==> src/rtl/wb_ddr_arbiter.sv <==
// Round-robin Wishbone arbiter sharing the ddr0 slave port among four masters; grant is held for a whole cyc.
// Optional slave-hang watchdog enabled by defining WB_DDR_ARBITER_WATCHDOG_EN.
//
// state | meaning
// IDLE  | no grant active, slave outputs quiet, picks next requester
// BUSY  | granted master drives the slave port until it drops cyc
// ABORT | watchdog fired; slave port quiet until granted master drops cyc
module wb_ddr_arbiter #(
    parameter int TIMEOUT  = 1024,
    parameter int TO_WIDTH = 10
) (
    input  logic         clk,
    input  logic         reset,
    input  logic [3:0]   m_cyc_i,
    input  logic [3:0]   m_stb_i,
    input  logic [3:0]   m_we_i,
    input  logic [127:0] m_adr_i,
    input  logic [127:0] m_dat_i,
    input  logic [15:0]  m_sel_i,
    output logic [31:0]  m_dat_o,
    output logic [3:0]   m_ack_o,
    output logic [3:0]   m_err_o,
    output logic         s_cyc_o,
    output logic         s_stb_o,
    output logic         s_we_o,
    output logic [31:0]  s_adr_o,
    output logic [31:0]  s_dat_o,
    output logic [3:0]   s_sel_o,
    input  logic [31:0]  s_dat_i,
    input  logic         s_ack_i,
    input  logic         s_err_i,
    output logic [1:0]   grant_o,
    output logic         busy_o
);

    if ((1 << TO_WIDTH) < TIMEOUT) begin : g_bad_to_width
        $error("wb_ddr_arbiter: TO_WIDTH too narrow for TIMEOUT");
    end

    typedef enum logic [1:0] {
        IDLE  = 2'd0,
        BUSY  = 2'd1
`ifdef WB_DDR_ARBITER_WATCHDOG_EN
        , ABORT = 2'd2
`endif
    } state_t;

    state_t     state, state_nxt;
    logic [1:0] grant, grant_nxt;
    logic [1:0] last, last_nxt;
    logic [1:0] pick;

    // Scan from the farthest offset inward so the nearest requester after last wins.
    always_comb begin
        pick = last;
        for (int i = 4; i >= 1; i--) begin
            if (m_cyc_i[last + 2'(i)]) pick = last + 2'(i);
        end
    end

`ifdef WB_DDR_ARBITER_WATCHDOG_EN
    logic [TO_WIDTH-1:0] to_cnt;
    logic                no_resp;
    logic                to_hit;

    assign no_resp = (state == BUSY) && m_stb_i[grant] && !s_ack_i && !s_err_i;
    assign to_hit  = no_resp && (to_cnt == TO_WIDTH'(TIMEOUT - 1));

    always_ff @(posedge clk) begin
        if (reset || state != BUSY || s_ack_i || s_err_i) to_cnt <= '0;
        else if (no_resp)                                  to_cnt <= to_cnt + TO_WIDTH'(1);
    end
`endif

    always_comb begin
        state_nxt = state;
        grant_nxt = grant;
        last_nxt  = last;
        s_cyc_o   = 1'b0;
        s_stb_o   = 1'b0;
        s_we_o    = 1'b0;
        s_adr_o   = '0;
        s_dat_o   = '0;
        s_sel_o   = '0;
        m_ack_o   = '0;
        m_err_o   = '0;
        m_dat_o   = s_dat_i;
        case (state)
            IDLE: begin
                if (|m_cyc_i) begin
                    grant_nxt = pick;
                    state_nxt = BUSY;
                end
            end
            BUSY: begin
                s_cyc_o        = m_cyc_i[grant];
                s_stb_o        = m_stb_i[grant];
                s_we_o         = m_we_i[grant];
                s_adr_o        = m_adr_i[{grant, 5'b0} +: 32];
                s_dat_o        = m_dat_i[{grant, 5'b0} +: 32];
                s_sel_o        = m_sel_i[{grant, 2'b0} +: 4];
                m_ack_o[grant] = s_ack_i & m_stb_i[grant];
                m_err_o[grant] = s_err_i & m_stb_i[grant];
                if (!m_cyc_i[grant]) begin
                    state_nxt = IDLE;
                    last_nxt  = grant;
                end
`ifdef WB_DDR_ARBITER_WATCHDOG_EN
                else if (to_hit) begin
                    m_err_o[grant] = 1'b1;
                    state_nxt      = ABORT;
                end
`endif
            end
`ifdef WB_DDR_ARBITER_WATCHDOG_EN
            ABORT: begin
                if (!m_cyc_i[grant]) begin
                    state_nxt = IDLE;
                    last_nxt  = grant;
                end
            end
`endif
            default: state_nxt = IDLE;
        endcase
    end

    always_ff @(posedge clk) begin
        if (reset) begin
            state <= IDLE;
            grant <= 2'd0;
            last  <= 2'd3;
        end else begin
            state <= state_nxt;
            grant <= grant_nxt;
            last  <= last_nxt;
        end
    end

    assign grant_o = grant;
    assign busy_o  = (state == BUSY);

endmodule

==> config.mk <==
export PLATFORM = sky130hd
export DESIGN_NAME = wb_ddr_arbiter
export DESIGN_NICKNAME = d
export VERILOG_FILES = /design/src/rtl/wb_ddr_arbiter.sv
export SDC_FILE = /design/constraint.sdc
export NUM_CORES = 1
export LEC_CHECK = 0
export CORE_AREA = 2 2 170 172
export DETAILED_ROUTE_END_ITERATION = 8
export DIE_AREA = 0 0 172 174
export SYNTH_ARGS = -nofsm -noshare
export SYNTH_HDL_FRONTEND = slang
export SYNTH_SLANG_ARGS = --single-unit
export TNS_END_PERCENT = 20
==> constraint.sdc <==
create_clock -name clk -period 2.1 [get_ports clk]
set_input_delay 0.42 -clock clk [delete_from_list [all_inputs] [get_ports clk]]
set_output_delay 0.42 -clock clk [all_outputs]
set_load 0.005 [all_outputs]
### Clock routing, run 1

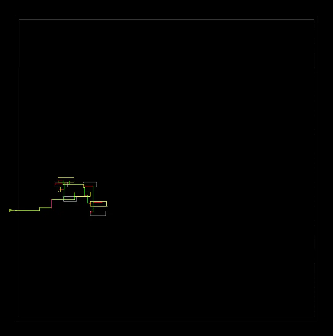
total clock sinks: 5
layout sequential cell count: 5
Late-Pin Clk Latency: 0.22 ns

### Signal wires on met2, run 1

(2 px per µm)
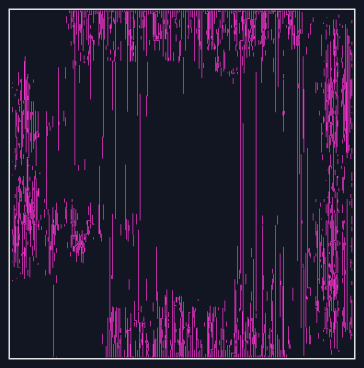
nets with wire on the layer: 886
share of all routed wire: 50%
longest straight run: 125 µm
wire length on this layer: 9430 µm
Post-Route WL: 18800 µm
total number of vias: 3840
met2 track demand over resource in global routing: 21.2%

==> flow_metrics.env, run 1 <==
# flow metrics
export IMPL_pwr_share_seq_pct=4.8
export IMPL_antenna_found_initial=2
export IMPL_synthCells=253
export IMPL_final_comb_area_um2=2390
export IMPL_worst_ep_required_time_ns=1.68
export IMPL_worst_pin_slew_ns=0.337
export IMPL_fillers=3015
export IMPL_clock_fmax_ghz=0.437
export IMPL_ys_cells=253
export IMPL_final_setup_worst_slack_ns=-0.189
export IMPL_final_max_slew_viol_count=0
export IMPL_drt_pass1_iterations=4
export IMPL_core_area_um2=28200
export IMPL_average_instance_area_after_synthesis_um2=10.9
export IMPL_cts_hold_buffers_added=0
export IMPL_yosys_area_top_type_share_pct=56.1
export IMPL_static_leakage_power_nw=2.90
export IMPL_drt_iter0_drc=76
export IMPL_cell_internal_pwr_mw=2.25
export IMPL_hpwlAfterDp_um=15100
export IMPL_maximum_number_of_pins_on_one_net_before_global_route_repair=39
export IMPL_grt_util_all_layers_pct=11.5
export IMPL_type_of_the_worst_setup_path="register to output port"
export IMPL_switching_power_mw=1.03
export IMPL_ys_area_um2=2770
export IMPL_maxCapViolations=0
export IMPL_cts_path_max_buffers=2
export IMPL_layout_nets=961
export IMPL_gp_routability_congestion=0.739
export IMPL_clock_power_share_pct=9.4
export IMPL_fp_dieArea_um2=29900
export IMPL_seq_area_frac_synth_pct=3.61
export IMPL_synth_yosys_warnings=0
export IMPL_fin_worst_skew_ns=0.00120
export IMPL_ys_flop_type="dfxtp_1"
export IMPL_min_period_ns=2.29
export IMPL_ff_latch_area_um2=109
export IMPL_antenna_diode_count=0
export IMPL_critical_path_endpoint_type="output port"
export IMPL_htree_levels=1
export IMPL_layout_drive_gt1_share_pct=39.5
export IMPL_netlist_cell_type_count=27
export IMPL_chipHeight_um=174
export IMPL_asyncSetResetFlopFracSynth_pct=0
export IMPL_synth_flops=5
export IMPL_setup_viol=59
export IMPL_grt_pass1_wl_um=25500
export IMPL_synth_area_top_cells="mux4_2 (56%), and2_1 (16%), buf_4 (8.9%)"
export IMPL_violations_in_the_final_reports="setup timing"
export IMPL_path_max_fanout=5
export IMPL_timing_reg2reg_worst_path_depth=9
export IMPL_io_buffers=369
export IMPL_tritoncts="built"
export IMPL_synth_area_um2=2770
export IMPL_vias_per_cell=3.75
export IMPL_floorplanUtilization_pct=9.81
export IMPL_drt_wirelength_per_cell_um=18.4
export IMPL_grt_ovfl_total=0
export IMPL_cts_inserted_buffers=3
export IMPL_rsz0062_at_grt="true"
export IMPL_number_of_global_route_vias_before_repair=4112
export IMPL_crit_path_start_kind="register"
export IMPL_report_final_hold_viol_count=0
export IMPL_power_ir_vdd_worst_mv=0.316
export IMPL_worst_r2r_setup_slack_ns=0.29
export IMPL_combPwrFrac_pct=85.7
export IMPL_synthDominantAreaCellType="mux4_2"
export IMPL_antenna_left=0
export IMPL_area_delta_synth_final_pct=171
export IMPL_hold_path_class="register to register"
export IMPL_power_per_cell_area_nw_per_um2=438
export IMPL_drcViolationCount=0
export IMPL_clkSlewWorstSetupHoldPaths_ns=0.03
export IMPL_finalCritPeriodShare_pct=109
export IMPL_chipWidth_um=172
export IMPL_fp_nets=573
export IMPL_common_cells="and2_1 (69), mux4_2 (69), buf_4 (33)"
export IMPL_worstHoldPathCells=2
export IMPL_arrival_ns=1.87
export IMPL_edf_count=0
export IMPL_outcome="complete, but fails checks"
export IMPL_clock_root_buffer="clkbuf_16"
export IMPL_worst_slew_margin_rel_pct=77.6
export IMPL_stdcell_area_um2=7500
export IMPL_row_count=62
export IMPL_log_warning_count=28
export IMPL_finalHoldWorstSlack_ns=0.550
export IMPL_pin_count=434
export IMPL_dpl_cell_area_um2=6870
export IMPL_swShare_pct=31.5
### Power grid, run 1

(2 px per µm) Pins as bars on the die edge.
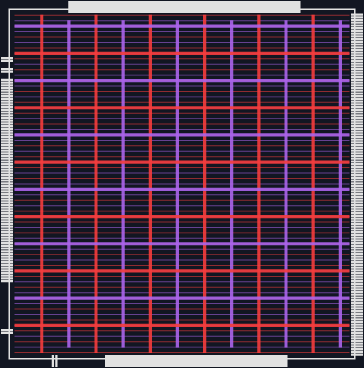
| net | colour |
|---|---|
| VSS | red |
| VDD | purple |
met4 straps: 12
met5 straps: 12
met1 rails: 63
rows: 62
signal pins: 434

==> run 1: flip-flops by register name, summed over array words and instances, names as in the netlist <==
signal,cells
grant_o,2
last,2
state,1
==> run 1: path summary, 6_finish.rpt <==
| kind | from | to |
|---|---|---|
| setup reg to reg | grant_o[0] | last[0] |
| hold reg to reg | last[1] | grant_o[1] |
| setup / recovery | grant_o[0] | s_adr_o[22] |
| hold / removal | last[1] | grant_o[1] |
==> run 1: layer usage <==
layer	up-vias	GRT usage, %	wire length, µm
met5	-	0	13
met4	2	1.09	170
met3	24	3.23	1880
met2	219	21.2	9430
met1	1877	13.7	7360
li1	1718	-	-
==> run 1: final cells by class <==
class                   instances  share of cell area, %
repair buffers                441                   59.1
multi-input cells             187                   31.8
well taps                     384                   6.40
flip-flops and latches          5                   1.45
clock buffers                   4                   1.05
inverters                       3                  0.150
==> run 1: power groups by stage <==
| stage | clock [mW] | sequential [mW] | combinational (mW) |
|---|---|---|---|
| after floorplan | 0 | 0.125 | 1.06 |
| after detailed placement | 0 | 0.163 | 2.38 |
| after CTS | 0.317 | 0.163 | 2.90 |
| final | 0.310 | 0.159 | 2.81 |
| after global placement | 0 | 0.162 | 2.37 |
| after global routing | 0.328 | 0.164 | 3.00 |
==> run 1: kinds of logic (layout without fill, tap and decap cells) <==
logic type | after synthesis | count (layout) | share of synthesized area, %
DFF | 5 | 5 | 3.61
and+or+nand+nor | 100 | 100 | 20.9
buffers and inverters | 61 | 448 | 14.6
muxes | 72 | 72 | 57.2
AOI/OAI and AO/OA | 15 | 15 | 3.66
==> run 1: worst max-delay path, cell delays in order, from the launching register on <==
cell,delay [ns]
dfxtp_4,0.36
buf_6,0.11
buf_12,0.13
buf_16,0.14
mux4_2,0.54
and2_1,0.16
clkdlybuf4s15_1,0.19
==> run 1: stage by stage <==
stage                     power [mW]  instances  setup TNS [ns]  setup WS, ns  util, %
after floorplan                 1.19        253               0         0.245        -
after global placement          2.54        977          -18.84        -0.430     24.3
after detailed placement        2.54        977          -18.95        -0.431     24.3
after CTS                       3.38       1024          -10.24        -0.260     26.9
after global routing            3.49       1024           -8.93        -0.238     26.6
final                           3.28       1024           -5.33        -0.189     26.6
==> run 1: placed cells by master (no fill, tap or decap), types with 6 or more instances in the layout <==
| cell type | count |
|---|---|
| clkdlybuf4s50_1 | 290 |
| mux4_2 | 69 |
| buf_6 | 38 |
| and2_4 | 35 |
| and2_1 | 34 |
| buf_4 | 34 |
| buf_2 | 24 |
| clkbuf_2 | 14 |
| nor2_1 | 13 |
| buf_12 | 12 |
| clkdlybuf4s15_1 | 9 |
| buf_16 | 6 |
| dlygate4sd2_1 | 6 |
==> run 1: what timing repair did <==
item / in CTS / in global routing
endpoints found under the hold margin: 0 / 0
buffers inserted: 36 / 5
resized: 342 / 31
gates cloned: 7 / 0
endpoints found under the setup margin: 79 / 80
pin swaps: 49 / 1
### Clock network drawn from the DEF, run 1

(1.5 px per µm)
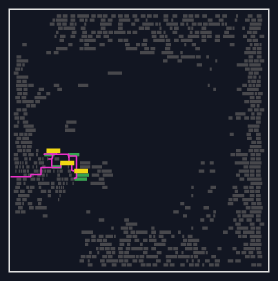

## Run 2: what changed since run 1
--- a/config.mk
+++ b/config.mk
@@ -8,6 +8,7 @@
 export CORE_AREA = 2 2 170 172
 export DETAILED_ROUTE_END_ITERATION = 8
 export DIE_AREA = 0 0 172 174
+export SETUP_SLACK_MARGIN = 0.02
 export SYNTH_ARGS = -nofsm -noshare
 export SYNTH_HDL_FRONTEND = slang
 export SYNTH_SLANG_ARGS = --single-unit
### Clock network drawn from the DEF, run 2

(1.5 px per µm)
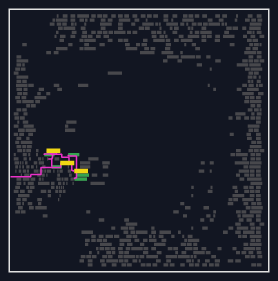
[clock wires] magenta | length: 123 µm
[clock drivers] yellow | count: 3
[flip-flops] green | count: 5
flops lie: west
routed clock nets: 4
clock skew: 0.00128 ns
clock group share of total power: 9.4%

### Clock routing, run 2

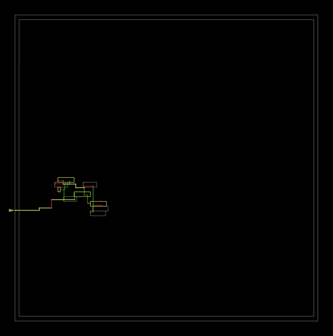
power in the clock group: 310 µW
count of clock buffers in the final design: 4
number of buffers inserted during clock tree synthesis: 3

==> run 2 against run 1 <==
  * The run still ends with setup timing left
  * Hold slack gained 0.0012 ns
  * Count of clock-buffer cells in the layout is the same
  * Wire length grew 0.70%
  * Clock power is essentially flat
  * First-iteration DRC count grew 9.2%
  * Cell area shrank 0.27%
  * Combinational power is essentially flat
  * Critical path type unchanged
  * Flip-flop count is the same
==> flow_metrics.env, run 2 <==
# flow metrics
export IMPL_finalHoldWorstSlack_ns=0.551
export IMPL_hold_path_class="register to register"
export IMPL_arrival_ns=1.79
export IMPL_cts_path_max_buffers=2
export IMPL_chipHeight_um=174
export IMPL_antenna_left=0
export IMPL_min_period_ns=2.21
export IMPL_maxCapViolations=0
export IMPL_power_per_cell_area_nw_per_um2=440
export IMPL_final_setup_worst_slack_ns=-0.109
export IMPL_worst_slew_margin_rel_pct=77.5
export IMPL_synthDominantAreaCellType="mux4_2"
export IMPL_grt_use_met1_pct=13.7
export IMPL_synth_area_um2=2770
export IMPL_maximum_number_of_pins_on_one_net_before_global_route_repair=39
export IMPL_drcViolationCount=0
export IMPL_critPathBufInv=4
export IMPL_synth_flops=5
export IMPL_clock_fmax_ghz=0.453
export IMPL_vias=3862
export IMPL_synth_area_top_cells="mux4_2 (56%), and2_1 (16%), buf_4 (8.9%)"
export IMPL_ys_area_um2=2770
export IMPL_gp_routability_congestion=0.739
export IMPL_path_delay_family="buffers and inverters"
export IMPL_type_of_the_worst_setup_path="register to output port"
export IMPL_drt_iter0_drc=83
export IMPL_grt_pass1_wl_um=25500
export IMPL_most_frequent_logic_cell_in_the_layout="clkdlybuf4s50_1"
export IMPL_chipWidth_um=172
export IMPL_use_met3_pct=3.23
export IMPL_layout_drive_gt1_share_pct=40.6
export IMPL_report_final_hold_viol_count=0
export IMPL_fp_nets=573
export IMPL_clkSlewWorstSetupHoldPaths_ns=0.03
export IMPL_grt_ovfl_total=0
export IMPL_path_max_fanout=8
export IMPL_rsz0062_at_grt="true"
export IMPL_edf_count=0
export IMPL_worstHoldStart="last[1]"
export IMPL_timing_critical_path_slowest_stage_cell="mux4_2"
export IMPL_antenna_diode_count=0
export IMPL_vias_per_cell=3.79
export IMPL_clock_latency_ns=0.22
export IMPL_outcome="complete, but fails checks"
export IMPL_worst_slack_at_placement_ns=-0.431
export IMPL_finish_utilization_pct=26.5
export IMPL_area_delta_synth_final_pct=170
export IMPL_antenna_found_initial=2
export IMPL_pin_count=434
export IMPL_critical_path_endpoint_type="output port"
export IMPL_htree_levels=1
export IMPL_stdcell_area_um2=7480
export IMPL_asyncSetResetFlopFracSynth_pct=0
export IMPL_seq_area_frac_synth_pct=3.61
export IMPL_synthCells=253
export IMPL_ys_flop_type="dfxtp_1"
export IMPL_layout_nets=956
export IMPL_average_instance_area_after_synthesis_um2=10.9
export IMPL_common_cells="and2_1 (69), mux4_2 (69), buf_4 (33)"
export IMPL_clock_root_buffer="clkbuf_16"
export IMPL_finalCritPeriodShare_pct=105
export IMPL_ys_cells=253
export IMPL_switching_power_mw=1.04
export IMPL_floorplanUtilization_pct=9.81
export IMPL_yosys_area_top_type_share_pct=56.1
export IMPL_violations_in_the_final_reports="setup timing"
export IMPL_drt_pass1_iterations=4
export IMPL_log_warning_count=28
export IMPL_post_place_cells=977
export IMPL_fin_total_pwr_mw=3.29
export IMPL_number_of_global_route_vias_before_repair=4115
export IMPL_power_ir_vdd_worst_mv=0.311
export IMPL_worst_pin_slew_ns=0.338
export IMPL_critical_path_startpoint="grant_o[0]"
export IMPL_hpwlAfterDp_um=15100
export IMPL_swShare_pct=31.7
export IMPL_combPwrFrac_pct=85.7
export IMPL_drt_wirelength_per_cell_um=18.6
export IMPL_final_max_slew_viol_count=0
export IMPL_worst_path_largest_cell_delay_ns=0.49
export IMPL_fp_dieArea_um2=29900
export IMPL_row_count=62
export IMPL_crit_path_start_kind="register"
export IMPL_dpl_cell_area_um2=6870
export IMPL_static_leakage_power_nw=2.87
export IMPL_final_setup_tns_ns=-3.10
export IMPL_tritoncts="built"
export IMPL_worst_r2r_startpoint="grant_o[0]"
export IMPL_leading_cell_types_in_the_layout_fill_and_taps_excluded="clkdlybuf4s50_1 (290), mux4_2 (69), buf_6 (47), and2_4 (40), and2_1 (29)"
export IMPL_use_met2_pct=21.3
export IMPL_io_buffers=369
export IMPL_timing_critical_path_cells="buf_8 -> buf_12 -> buf_6 -> mux4_2 -> and2_1 -> buf_2"
export IMPL_worst_r2r_setup_slack_ns=0.40
export IMPL_grt_busiest_layer="met2"
export IMPL_layoutNonFillerInstCount=1019
export IMPL_grt_util_all_layers_pct=11.5
export IMPL_cell_internal_pwr_mw=2.25
export IMPL_pwr_share_seq_pct=4.9
export IMPL_setup_viol=50
export IMPL_cts_hold_buffers_added=0
export IMPL_netlist_cell_type_count=27
export IMPL_worst_ep_required_time_ns=1.68
export IMPL_drt_wl_total_um=19000
export IMPL_synth_yosys_warnings=0
export IMPL_numClockSinks=5
==> run 2: netlist changes by cell type in the layout (fill, tap and decap cells not counted), moves of 2 or more <==
| cell | before | now |
|---|---|---|
| and2_4 | 35 | 40 |
| buf_4 | 34 | 25 |
| buf_2 | 24 | 26 |
| dlygate4sd2_1 | 6 | 4 |
| and2_1 | 34 | 29 |
| buf_12 | 12 | 10 |
| nor2_1 | 13 | 11 |
| buf_6 | 38 | 47 |
| nor2_2 | 2 | 4 |
==> run 2: area by class of cell <==
type / count / area (µm²)
Clock buffer: 4 / 78.8
Fill cell: 3016 / 20800
Inverter: 3 / 11.3
Multi-Input combinational cell: 187 / 2410
Sequential cell: 5 / 109
Tap cell: 384 / 480
Timing Repair Buffer: 436 / 4390
==> run 2: path summary, 6_finish.rpt <==
| kind | end | cells past startpoint |
|---|---|---|
| setup / recovery | s_dat_o[30] | 6 |
| setup reg to reg | last[0] | 8 |
| hold / removal | grant_o[1] | 2 |
| hold reg to reg | grant_o[1] | 2 |
==> run 2: cell families (layout without fill, tap and decap cells) <==
logic type,count (synthesis),count (layout),share of synthesized area (%)
compound gates,15,15,3.66
buf+inv,61,443,14.6
flops,5,5,3.61
mux,72,72,57.2
simple gates,100,100,20.9
==> run 2: timing repair <==
action                                  in CTS  in global routing
cloned                                       7                  0
resized                                    351                 49
buffers inserted                            36                  2
pin swaps                                   50                  3
endpoints found under the setup margin      79                 79
==> run 2: per-layer routing <==
| layer | wire length, µm | up-vias |
|---|---|---|
| met3 | 1850 | 24 |
| met1 | 7400 | 1914 |
| met2 | 9550 | 213 |
| li1 | - | 1709 |
| met5 | 18 | - |
| met4 | 160 | 2 |
==> run 2: worst reg2reg max path, stage by stage, from the launching register on <==
cell,delay (ns)
dfxtp_4,0.37
buf_6,0.15
buf_12,0.14
buf_6,0.13
mux2i_4,0.18
buf_4,0.13
buf_4,0.12
a21oi_1,0.21
mux2i_1,0.20
==> run 2: power by group through the flow <==
stage,clock (mW),sequential (mW),combinational (mW)
2_1_floorplan,0,0.125,1.06
3_3_place_gp,0,0.162,2.37
3_5_place_dp,0,0.163,2.38
4_1_cts,0.317,0.163,2.89
5_1_grt,0.328,0.167,3.00
6_report,0.310,0.162,2.82
## Run 3: what changed since run 2
--- a/config.mk
+++ b/config.mk
@@ -9,6 +9,7 @@
 export DETAILED_ROUTE_END_ITERATION = 8
 export DIE_AREA = 0 0 172 174
 export SETUP_SLACK_MARGIN = 0.02
+export SLEW_MARGIN = 40
 export SYNTH_ARGS = -nofsm -noshare
 export SYNTH_HDL_FRONTEND = slang
 export SYNTH_SLANG_ARGS = --single-unit
### Clock routing, run 3

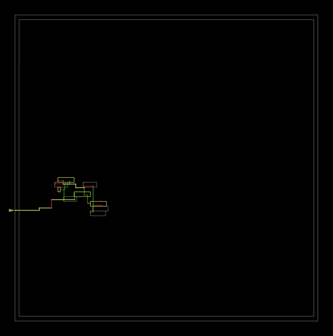

### Cell area per tile, run 3

(2 px per µm) 17 x 17 tiles, from black (low) to pale yellow (high), 0 to 100% covered.
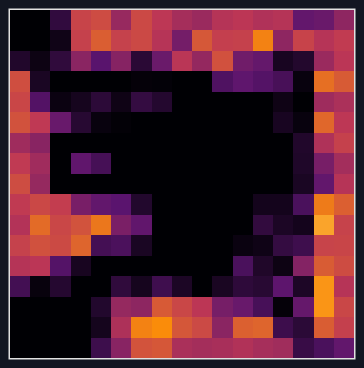
nearly empty tiles: 34%
fullest tile: 80%
tiles over 75% full: 1.4%
utilization after layout: 26.5%
Core Util at FP: 9.81%
core region area: 28200 µm²

==> run 3 against run 2 <==
  * The flow still finishes with violations (setup timing)
  * Cell area is the same
  * Utilization unchanged
  * Count of clock-buffer cells in the layout unchanged
  * Power unchanged
  * Critical endpoint unchanged
==> flow_metrics.env, run 3 <==
# flow metrics
export IMPL_outcome="complete, but fails checks"
export IMPL_violations_in_the_final_reports="setup timing"
export IMPL_min_period_ns=2.21
export IMPL_timing_reg2reg_worst_path_depth=8
export IMPL_switching_power_mw=1.04
export IMPL_antenna_diode_count=0
export IMPL_layout_nets=956
export IMPL_synth_area_um2=2770
export IMPL_drt_wl_total_um=19000
export IMPL_synthDominantAreaCellType="mux4_2"
export IMPL_grt_pass1_wl_um=25500
export IMPL_netlist_cell_type_count=27
export IMPL_asyncSetResetFlopFracSynth_pct=0
export IMPL_layoutNonFillerInstCount=1019
export IMPL_synthCells=253
export IMPL_worstHoldStart="last[1]"
export IMPL_final_setup_worst_slack_ns=-0.109
export IMPL_drt_wirelength_per_cell_um=18.6
export IMPL_worst_ep_required_time_ns=1.68
export IMPL_clock_root_buffer="clkbuf_16"
export IMPL_tritoncts="built"
export IMPL_ys_flop_type="dfxtp_1"
export IMPL_drcViolationCount=0
export IMPL_power_ir_vdd_worst_mv=0.311
export IMPL_clock_power_share_pct=9.4
export IMPL_antenna_left=0
export IMPL_report_final_hold_viol_count=0
export IMPL_dpl_cell_area_um2=6870
export IMPL_drt_pass1_iterations=4
export IMPL_gp_routability_congestion=0.739
export IMPL_rsz0062_at_grt="true"
export IMPL_cts_inserted_buffers=3
export IMPL_finalHoldWorstSlack_ns=0.551
export IMPL_fin_worst_skew_ns=0.00128
export IMPL_average_instance_area_after_synthesis_um2=10.9
export IMPL_cell_internal_pwr_mw=2.25
export IMPL_worst_r2r_startpoint="grant_o[0]"
export IMPL_critPathBufInv=4
export IMPL_cts_hold_buffers_added=0
export IMPL_chipHeight_um=174
export IMPL_cts_path_max_buffers=2
export IMPL_path_max_fanout=8
export IMPL_grt_util_all_layers_pct=11.5
export IMPL_static_leakage_power_nw=2.87
export IMPL_swShare_pct=31.7
export IMPL_finalCritPeriodShare_pct=105
export IMPL_seq_area_frac_synth_pct=3.61
export IMPL_synth_yosys_warnings=0
export IMPL_io_buffers=369
export IMPL_fillers=3016
export IMPL_layout_drive_gt1_share_pct=40.6
export IMPL_timing_critical_path_slowest_stage_cell="mux4_2"
export IMPL_combPwrFrac_pct=85.7
export IMPL_most_frequent_logic_cell_in_the_layout="clkdlybuf4s50_1"
export IMPL_post_place_cells=977
export IMPL_worst_r2r_setup_slack_ns=0.40
export IMPL_chipWidth_um=172
export IMPL_common_cells="and2_1 (69), mux4_2 (69), buf_4 (33)"
export IMPL_maxCapViolations=0
export IMPL_grt_ovfl_total=0
export IMPL_clock_latency_ns=0.22
export IMPL_min_to="grant_o[1]"
export IMPL_vias=3862
export IMPL_antenna_found_initial=2
export IMPL_hold_path_class="register to register"
export IMPL_log_warning_count=28
export IMPL_fp_dieArea_um2=29900
export IMPL_drt_iter0_drc=83
export IMPL_crit_path_start_kind="register"
export IMPL_worst_pin_slew_ns=0.338
export IMPL_number_of_global_route_vias_before_repair=4115
export IMPL_htree_levels=1
export IMPL_final_max_slew_viol_count=0
export IMPL_ys_cells=253
export IMPL_critical_path_reg2reg_endpoint="last[0]"
export IMPL_fp_nets=573
export IMPL_type_of_the_worst_setup_path="register to output port"
export IMPL_worst_path_largest_cell_delay_ns=0.49
export IMPL_numClockSinks=5
export IMPL_path_delay_family="buffers and inverters"
export IMPL_vias_per_cell=3.79
export IMPL_clkSlewWorstSetupHoldPaths_ns=0.03
export IMPL_edf_count=0
export IMPL_area_delta_synth_final_pct=170
export IMPL_worstHoldPathCells=2
export IMPL_power_per_cell_area_nw_per_um2=440
export IMPL_worst_slew_margin_rel_pct=77.5
export IMPL_hpwlAfterDp_um=15100
export IMPL_setup_viol=50
export IMPL_row_count=62
export IMPL_leading_cell_types_in_the_layout_fill_and_taps_excluded="clkdlybuf4s50_1 (290), mux4_2 (69), buf_6 (47), and2_4 (40), and2_1 (29)"
export IMPL_yosys_area_top_type_share_pct=56.1
export IMPL_timing_critical_path_cells="buf_8 -> buf_12 -> buf_6 -> mux4_2 -> and2_1 -> buf_2"
export IMPL_synth_area_top_cells="mux4_2 (56%), and2_1 (16%), buf_4 (8.9%)"
export IMPL_arrival_ns=1.79
export IMPL_ys_area_um2=2770
export IMPL_pin_count=434
export IMPL_maximum_number_of_pins_on_one_net_before_global_route_repair=39
export IMPL_critical_path_endpoint_type="output port"
export IMPL_synth_flops=5
export IMPL_pwr_share_seq_pct=4.9
export IMPL_stdcell_area_um2=7480
export IMPL_clock_fmax_ghz=0.453
-- run 3: power groups by stage --
stage / clock network, mW / registers (mW) / logic (mW)
2_1_floorplan: 0 / 0.125 / 1.06
3_3_place_gp: 0 / 0.162 / 2.37
3_5_place_dp: 0 / 0.163 / 2.38
4_1_cts: 0.317 / 0.163 / 2.89
5_1_grt: 0.328 / 0.167 / 3.00
6_report: 0.310 / 0.162 / 2.82
-- run 3: logic make-up after synthesis --
| group | Yosys count | share of synthesized area [%] |
|---|---|---|
| and+or+nand+nor | 100 | 20.9 |
| AOI/OAI and AO/OA | 15 | 3.66 |
| buffers and inverters | 61 | 14.6 |
| DFF | 5 | 3.61 |
| muxes | 72 | 57.2 |
-- run 3: cell type report --
type | count | area (µm²) | area share, %
clock buffer | 4 | 78.8 | 1.05
inverter | 3 | 11.3 | 0.150
multi-input combinational | 187 | 2410 | 32.2
sequential | 5 | 109 | 1.45
tap | 384 | 480 | 6.42
timing repair buffer | 436 | 4390 | 58.7
-- run 3: per-stage QoR --
step / worst slack, ns / TNS, ns / total power, mW
after detailed placement: -0.431 / -18.95 / 2.54
final: -0.109 / -3.10 / 3.29
after global routing: -0.167 / -7.03 / 3.50
after global placement: -0.430 / -18.84 / 2.54
after CTS: -0.245 / -8.82 / 3.37
after floorplan: 0.245 / 0 / 1.19
-- run 3: worst max-delay path by stage --
| stage | slack, ns | to | from | cells after the start |
|---|---|---|---|---|
| 6_report | -0.11 | s_dat_o[30] | grant_o[0] | 6 |
| 5_1_grt | -0.17 | s_dat_o[16] | grant_o[0] | 5 |
| 4_1_cts | -0.24 | s_adr_o[1] | grant_o[0] | 7 |
| 3_5_place_dp | -0.43 | s_sel_o[0] | m_sel_i[12] | 4 |
| 3_3_place_gp | -0.43 | s_sel_o[0] | m_sel_i[12] | 4 |
| 2_1_floorplan | 0.25 | s_adr_o[0] | grant_o[0] | 4 |
-- run 3: metal layers --
metal	vias up	global-route usage (%)	wire length, µm
li1	1709	-	-
met1	1914	13.7	7400
met2	213	21.3	9550
met3	24	3.23	1850
met4	2	1.12	160
met5	-	0	18
-- run 3: tightest hold or removal path: stages, from the launching register on --
cell and delay [ns]:
dfxtp_1 0.34, o21ai_0 0.08, a311oi_1 0.08
-- run 3: what timing repair did --
item / CTS / global route
gates cloned: 7 / 0
pin swaps: 50 / 3
buffers inserted: 36 / 2
gates resized: 351 / 49
endpoints found under the setup margin: 79 / 79
Power is estimated from default activity; no workload was simulated.
